**Signal wires on met1**

The bar under the picture is 20 um long. Cells faint in the background.
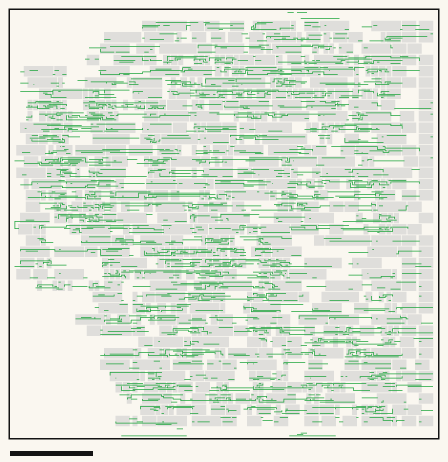
**The metal 2 layer**

The bar under the picture is 20 um long. Cells faint in the background.
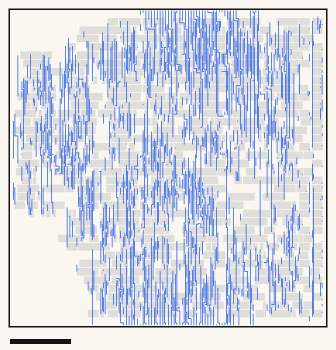
**Metal 3**

The bar under the picture is 20 um long. Cells faint in the background.
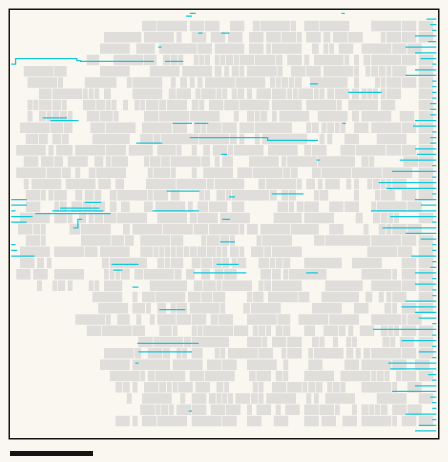
**The metal 4 layer**

The bar under the picture is 20 um long.
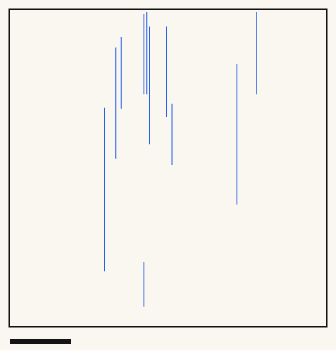
Design alu_operand_sequencer, sky130hd; sources not shown.
==> qor.yml <==
netlist.area_leader.share_pct: 49.9
swShare_pct: 19.6
rr_worst_depth: 5
critical_path_class: "reg -> out"
comb_share_pct: 30.3
post_layout_nonfiller_instances: 872
startpoint_type: "register"
taps: 133
top_layer_used: "met4"
top_cells_by_count: "nand2_1, dfxtp_1, a21oi_1, nor2_1, buf_4"
status: "finished, final reports clean"
dr_wl_met3_um: 581
crit_chain: "clkdlybuf4s50_1"
powerDensity_nw_per_um2: 382
p_leak_uw: 0.00231
wl_met1_mm: 4.80
yosys_warnings: 0
synth-simple-area-share_pct: 25.7
crit_family: "buffers and inverters"
syn_inst: 598
-- 'signal wires on met1' (at the start) --
- wire length on this layer: 4800 um
- longest straight run: 21.6 um
- share of all routed wire: 40%
Post-Route WL: 11.9 mm
met1 GRT Util: 25.8%
via count: 4512

-- 'the metal 2 layer' (at the start) --
- nets with wire on the layer: 674
- wire length on this layer: 6220 um
- share of all routed wire: 52%
- longest straight run: 46.6 um
- main direction: vertical
global-route met2 utilization: 42.6%

-- 'metal 3' (at the start) --
- wire length on this layer: 581 um
- main direction: horizontal
GRT met3 Usage: 4.75%

-- 'the metal 4 layer' (at the start) --
- main direction: vertical
- wire length on this layer: 338 um
- nets with wire on the layer: 8

